### Clock network drawn from the DEF

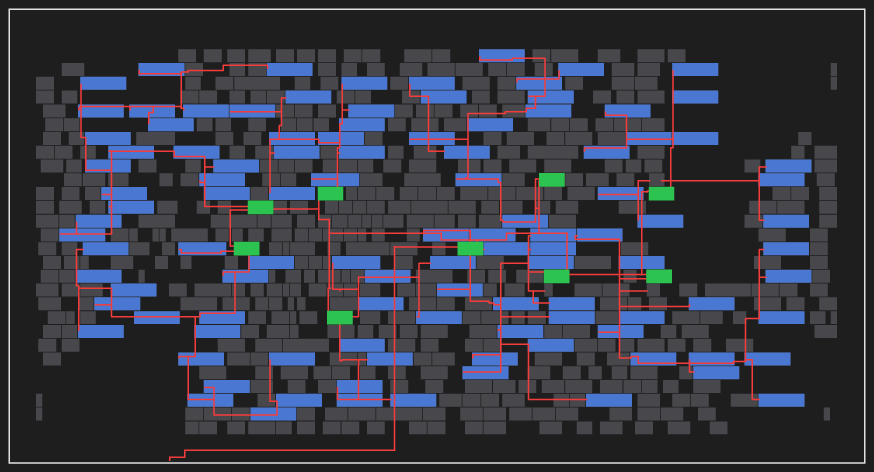
### Clock wiring as the flow saved it

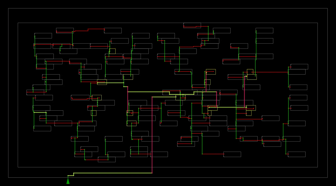
<file path="src/rtl/mem_axi_bridge.sv">
// mem_axi_bridge
//   Converts single-cycle memory-stage requests into AXI4-Lite read or write
//   transactions, one outstanding at a time, and returns a one-cycle
//   completion pulse with read data and an error flag.
//
// Ports
//   clk, rstn                    : clock (posedge) and async active-low reset
//   request_enable, mode         : request pulse; mode 0 = read, 1 = write
//   addr, wdata, wstrb           : request address / write data / byte strobes
//   response_enable, data,       : completion pulse, read data (held until the
//   bus_error                      next response), error flag (RESP != OKAY)
//   axi_ar*/axi_r*               : AXI read address / read data channels
//   axi_aw*/axi_w*/axi_b*        : AXI write address / data / response channels
//   axi_arprot, axi_awprot       : tied to 3'b000
module mem_axi_bridge #(
  parameter logic [31:0] ADDR_OFFSET = 32'h0000_0000
) (
  input  logic        clk,
  input  logic        rstn,
  input  logic        request_enable,
  input  logic        mode,
  input  logic [31:0] addr,
  input  logic [31:0] wdata,
  input  logic [3:0]  wstrb,
  output logic        response_enable,
  output logic [31:0] data,
  output logic        bus_error,
  output logic [31:0] axi_araddr,
  output logic        axi_arvalid,
  input  logic        axi_arready,
  input  logic [31:0] axi_rdata,
  input  logic [1:0]  axi_rresp,
  input  logic        axi_rvalid,
  output logic        axi_rready,
  output logic [31:0] axi_awaddr,
  output logic        axi_awvalid,
  input  logic        axi_awready,
  output logic [31:0] axi_wdata,
  output logic [3:0]  axi_wstrb,
  output logic        axi_wvalid,
  input  logic        axi_wready,
  input  logic [1:0]  axi_bresp,
  input  logic        axi_bvalid,
  output logic        axi_bready,
  output logic [2:0]  axi_arprot,
  output logic [2:0]  axi_awprot
);

  typedef enum logic [2:0] {
    IDLE,
    RD_ADDR,
    RD_DATA,
    WR_REQ,
    WR_RESP
  } state_t;

  state_t      state_q, state_d;
  logic [31:0] addr_q, addr_d;
  logic [31:0] wdata_q, wdata_d;
  logic [3:0]  wstrb_q, wstrb_d;
  logic        aw_done_q, aw_done_d;
  logic        w_done_q, w_done_d;
  logic [31:0] data_q, data_d;
  logic        resp_q, resp_d;
  logic        err_q, err_d;

  logic aw_fire;
  logic w_fire;

  // Valid/ready decode straight from state so reset clears them immediately.
  assign axi_arvalid = (state_q == RD_ADDR);
  assign axi_rready  = (state_q == RD_DATA);
  assign axi_awvalid = (state_q == WR_REQ) && !aw_done_q;
  assign axi_wvalid  = (state_q == WR_REQ) && !w_done_q;
  assign axi_bready  = (state_q == WR_RESP);

  assign aw_fire = axi_awvalid && axi_awready;
  assign w_fire  = axi_wvalid && axi_wready;

  assign axi_araddr = addr_q;
  assign axi_awaddr = addr_q;
  assign axi_wdata  = wdata_q;
  assign axi_wstrb  = wstrb_q;
  assign axi_arprot = '0;
  assign axi_awprot = '0;

  assign response_enable = resp_q;
  assign bus_error       = err_q;
  assign data            = data_q;

  always_comb begin
    state_d   = state_q;
    addr_d    = addr_q;
    wdata_d   = wdata_q;
    wstrb_d   = wstrb_q;
    aw_done_d = aw_done_q;
    w_done_d  = w_done_q;
    data_d    = data_q;
    resp_d    = 1'b0;
    err_d     = 1'b0;

    case (state_q)
      IDLE: begin
        if (request_enable) begin
          addr_d    = addr - ADDR_OFFSET;
          wdata_d   = wdata;
          wstrb_d   = wstrb;
          aw_done_d = 1'b0;
          w_done_d  = 1'b0;
          state_d   = mode ? WR_REQ : RD_ADDR;
        end
      end
      RD_ADDR: begin
        if (axi_arready) state_d = RD_DATA;
      end
      RD_DATA: begin
        if (axi_rvalid) begin
          data_d  = axi_rdata;
          err_d   = (axi_rresp != 2'b00);
          resp_d  = 1'b1;
          state_d = IDLE;
        end
      end
      WR_REQ: begin
        // Each channel completes independently; a same-cycle double
        // handshake exits straight away.
        aw_done_d = aw_done_q || aw_fire;
        w_done_d  = w_done_q || w_fire;
        if (aw_done_d && w_done_d) begin
          aw_done_d = 1'b0;
          w_done_d  = 1'b0;
          state_d   = WR_RESP;
        end
      end
      WR_RESP: begin
        if (axi_bvalid) begin
          data_d  = '0;
          err_d   = (axi_bresp != 2'b00);
          resp_d  = 1'b1;
          state_d = IDLE;
        end
      end
      default: state_d = IDLE;
    endcase
  end

  always_ff @(posedge clk or negedge rstn) begin
    if (!rstn) begin
      state_q   <= IDLE;
      addr_q    <= '0;
      wdata_q   <= '0;
      wstrb_q   <= '0;
      aw_done_q <= 1'b0;
      w_done_q  <= 1'b0;
      data_q    <= '0;
      resp_q    <= 1'b0;
      err_q     <= 1'b0;
    end else begin
      state_q   <= state_d;
      addr_q    <= addr_d;
      wdata_q   <= wdata_d;
      wstrb_q   <= wstrb_d;
      aw_done_q <= aw_done_d;
      w_done_q  <= w_done_d;
      data_q    <= data_d;
      resp_q    <= resp_d;
      err_q     <= err_d;
    end
  end

endmodule
</file>
<file path="config.mk">
export PLATFORM = sky130hd
export DESIGN_NAME = mem_axi_bridge
export DESIGN_NICKNAME = d
export VERILOG_FILES = /design/src/rtl/mem_axi_bridge.sv
export SDC_FILE = /design/constraint.sdc
export NUM_CORES = 1
export LEC_CHECK = 0
export CORE_ASPECT_RATIO = 0.5
export CORE_MARGIN = 5
export CORE_UTILIZATION = 36
export CTS_BUF_LIST = sky130_fd_sc_hd__clkbuf_4 sky130_fd_sc_hd__clkbuf_8
export CTS_CLUSTER_DIAMETER = 80
export DETAILED_ROUTE_END_ITERATION = 7
export PLACE_DENSITY = 0.76
export SLEW_MARGIN = 20
export SYNTH_ARGS = -nofsm -noshare
export SYNTH_HDL_FRONTEND = slang
export SYNTH_SLANG_ARGS = --single-unit
</file>
<file path="constraint.sdc">
create_clock -name clk -period 1.5 [get_ports clk]
set_input_delay 0.15 -clock clk [delete_from_list [all_inputs] [get_ports clk]]
set_output_delay 0.15 -clock clk [all_outputs]
set_load 0.01 [all_outputs]
</file>
==> impl.org <==
#+TITLE: Flow metrics

** Synthesis
- In this run, the synthesized area fraction spent on adder and majority cells is recorded as 0.
- Before any placement, the netlist area is recorded as between 4000 and 5000 µm².
- Xor and xnor area share after synthesis :: 0
- Most area-consuming cells after synthesis :: sky130_fd_sc_hd__dfrtp_1 59%, sky130_fd_sc_hd__mux2_4 13%, sky130_fd_sc_hd__buf_4 6.3%
- The biggest area contributor in the post-synthesis netlist is sky130_fd_sc_hd__dfrtp_1.
- Complex Gates by Area :: 0.0805
- After synthesis, the netlist uses 29 different library cells.
- Among all flip-flop cells after synthesis, the most frequent one is sky130_fd_sc_hd__dfrtp_1.
- For reference, the top cells by count after synthesis are 107 x sky130_fd_sc_hd__dfrtp_1, 40 x sky130_fd_sc_hd__mux2_4, 38 x sky130_fd_sc_hd__buf_4.
- Yosys reports the multiplexer fraction of the synthesized area as 0.205.
- The share of synthesized area in the top cell type comes to 0.592.
- Counting flops with a built-in enable in the synthesized netlist gives 0.
- Proportion of register bits with asynchronous set or reset after synthesis :: 1.00
- Post-Synthesis Mean Instance Area :: ~15 µm²

** Global route
- The initial antenna violation count is 0.
- Overall fraction of global-route tracks in use :: 0.180
- In the global route stage, met3 resource usage came out at 0.0455.
- In the global route stage, met1 resource usage came out at 0.205.
- Largest net degree at the start of global routing :: 38
- Most Crowded Layer GR :: met2

** Final timing
- For this run, the final setup violation count is recorded as 106.
- Total negative setup slack :: -13510 ps
- Across all setup checks in the final design, the least slack found is -170 ps.
- Final worst path period share :: 1.11
- Max-slew check failures listed in the final report amount to 0.
- Highest clock frequency the design can meet :: 599 MHz

** Power
- Combinational power :: 9.36 mW
- Clock share of power :: 0.102
- Cell internal power was estimated by the tool at between 10 and 15 mW.
- Per the OpenROAD power report, switching power amounts to 5.35 mW.
- Combinational cell fraction of total power :: 0.575
- Power of the sequential group :: approximately 5.3 mW
- Switching portion of total power :: 0.329
- Total power :: between 15 and 20 mW

** Flow run
- Number of warning messages in the logs :: 29
- The report counts max-capacitance violations totalling 0.

** Cells and area
- In the final layout, the fill cell count is around 900.
- Of the total standard cell area in the layout, the multi-input combinational portion is 0.199.
- For the completed layout, the total cell area is recorded as 7960 µm².
- Among all cell classes, the greatest summed area belongs to non-clock buffers.
- Layout Utilization :: 0.660
- Share of post-route cells with drive strength above 1 :: 0.277
- In the finished design the tool counted flip-flops and latches totalling 107.
- The final layout contains ~680 nets.
- By instance count after routing, the leading logic cell type is sky130_fd_sc_hd__clkdlybuf4s50_1.
- Flip-flop and latch share of the layout cell area :: 0.337
- Clock Network Area Fraction :: 0.0225
- Fin cells :: ~740
- Area of all sequential standard cells :: 2680 µm²
- The layout has 3 inverters outside the clock class.

** Detailed routing
- The highest layer touched by signal routing is met4.
- Via/cell ratio :: 4.58
- Wire length on met3 :: 648 µm
- The detailed router finished its first iteration with 204 violations.
- Avg WL per Cell :: 19.3 µm
- In the routed design, unresolved DRC markers number 0.
- Iteration count of the initial detailed-routing pass :: 4
- Routed length on met1 :: approximately 5.3 mm
- The detail route stage leaves a number of antenna-violating nets equal to 0.
- The final layout contains routed wiring with a total length of approximately 14 mm.
- The detailed router placed 3383 vias in this run.

** Place
- Routability congestion estimate :: 0.744
- Input/output buffers :: 251
- Placed wire-length estimate after detailed placement :: 10.2 mm

** Worst setup path
- Startpoint of the worst register-to-register path :: state_q[1]
- Number of cell instances on the worst register-to-register path :: 5
- The data arrival time reported for the critical path is 1930 ps.
- The slowest stage of the critical path is the sky130_fd_sc_hd__dfrtp_2 cell.
- STA puts the critical path data required time at 1760 ps.
- CP Launch Type :: flip-flop
- Family of cells with the greatest summed delay on the critical path :: buffers and inverters
- Worst setup path startpoint :: state_q[1]
- Worst R2R End :: axi_wstrb[1]

** Floorplan
- Starting density of the core :: 0.375
- The floorplan has 28 rows.
- From left edge to right edge, the die measures approximately 170 µm.
- The flow inserted 165 tap cells.

** Clocking
- CTS buffer count :: 9
- Cell at the root of the clock tree :: sky130_fd_sc_hd__clkbuf_8
- For reference, the clock transition at the flip-flops on the worst setup and hold paths is between 100 and 150 ps.
- Number of H-tree levels :: 3
- Number of clock sinks :: 107

** Run status
- The run finished, with violations left.
- The final reports fail on negative setup slack.
About 'Clock network drawn from the DEF':
[flip-flops] blue | count: 107
[clock wires] red | length: 1250 µm
[clock drivers] green | count: 9
routed clock nets: 10

About 'Clock wiring as the flow saved it':
clock group total power: 1.66 mW
worst setup skew after layout: 19.5 ps
Clock Latency Late Sink: 370 ps
clock buffers: 10

Power figures rest on the tool's default switching activity, not on a simulated workload.
